Design pc_hazard_control, sky130hd; sources not shown.
==> images/sizing.png <==
Scale bar: 20 um.
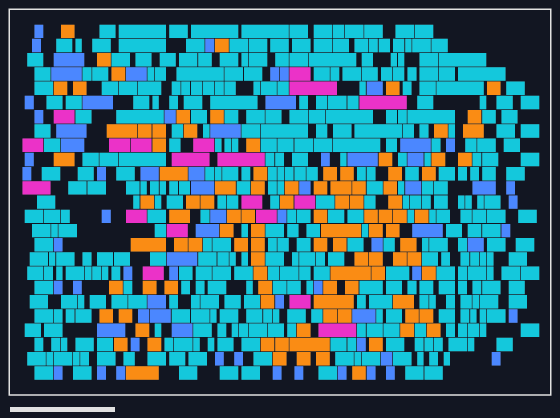
x6 and larger -> magenta  # cells 19, share 3.1%
x3 and x4 -> orange  # cells 103, share 17%
x2 -> blue  # cells 71, share 12%
x1 and smaller -> cyan  # cells 414, share 68%
area delta synth->final: 102.9%
Final Worst Setup Slack: 34.20 ps
Non-clk bufs: 270
cell area after layout: 0.005171 sq mm

==> images/layers.png <==
Scale bar: 20 um.
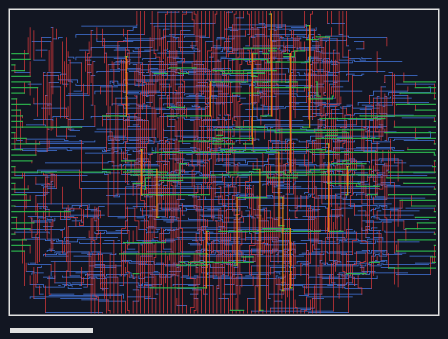
M3 -> green  # wire length 1040 um
M2 -> red  # wire length 5880 um
M1 -> blue  # wire length 5140 um
M4 -> orange  # wire length 290 um
Vias: 3904
GRT Total Usage: 0.3074
DR WL/cell: 17.63 um
final wirelength: 12.36 mm

==> images/clock_nets.png <==
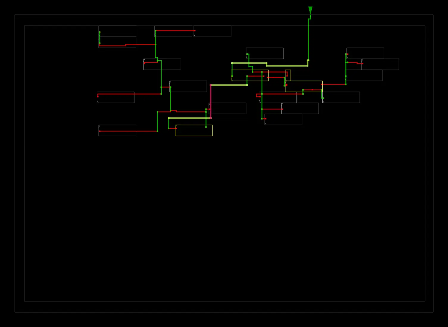
Skew-Pair Late Insertion Delay: 250 ps
P_clk: 317 uW
clock buffers: 3
TritonCTS sink count: 17

==> impl_metrics.json <==
{
  "status": "finished, final reports clean",
  "cts_root_buf": "clkbuf_16",
  "placementRows": 25,
  "hold_path_class": "flop to flop",
  "peakVddDrop_mv": 0.2039,
  "ys_async_sr_fraction": 1.000,
  "viasPerCell": 5.569,
  "post-route-min-period_ps": 2566,
  "cp.depth": 9,
  "rsz0062_at_grt": "true",
  "clock_area_frac": 0.01524,
  "clk_pin_slew_worst_paths_ps": 50,
  "synth_flops": 17,
  "slowest_stage": "or4_4",
  "crit_buf_inv": 3,
  "synth_warnings": 0,
  "top_logic_kind": "AND-OR/OR-AND gates",
  "mostFrequentLayoutCells": "clkdlybuf4s50_1 (95), buf_4 (88), nand2_1 (40)",
  "hold_slack_ps": 449.4,
  "mappedNetlistArea_sq_mm": 0.002549,
  "finalMaxSlewViolations": 0,
  "inverters": 12,
  "seq_area_sq_um": 425.4
}
## per-layer routing
layer  vias to the layer above  global-route usage
met5                         -                   0
met4                         0              0.1053
met3                        32             0.05423
met2                       226              0.5202
met1                      1821              0.3961
li1                       1825                   -
## worst reg2reg max path, cell delays in order (launching register included)
cell     delay, ps
dfrtp_1        450
and3_1         230
nand2_1         80
nor3_1         350
nand4_1        260
nand2_1        180
mux2_2         340
## timing repair
action	CTS	global route
setup buffers	14	2
setup endpoints to repair	36	35
endpoints found under the hold margin	0	0
gates cloned	1	0
gates resized	238	48
pin swaps	36	26
## power breakdown
part	switching (uW)	internal, uW	total [uW]	leakage [uW]
combinational	288	356	645	0.00202
clock	112	205	317	0.0000423
sequential	4.02	268	272	0.000234
total	404	830	1230	0.00230
Power is estimated from default activity; no workload was simulated.
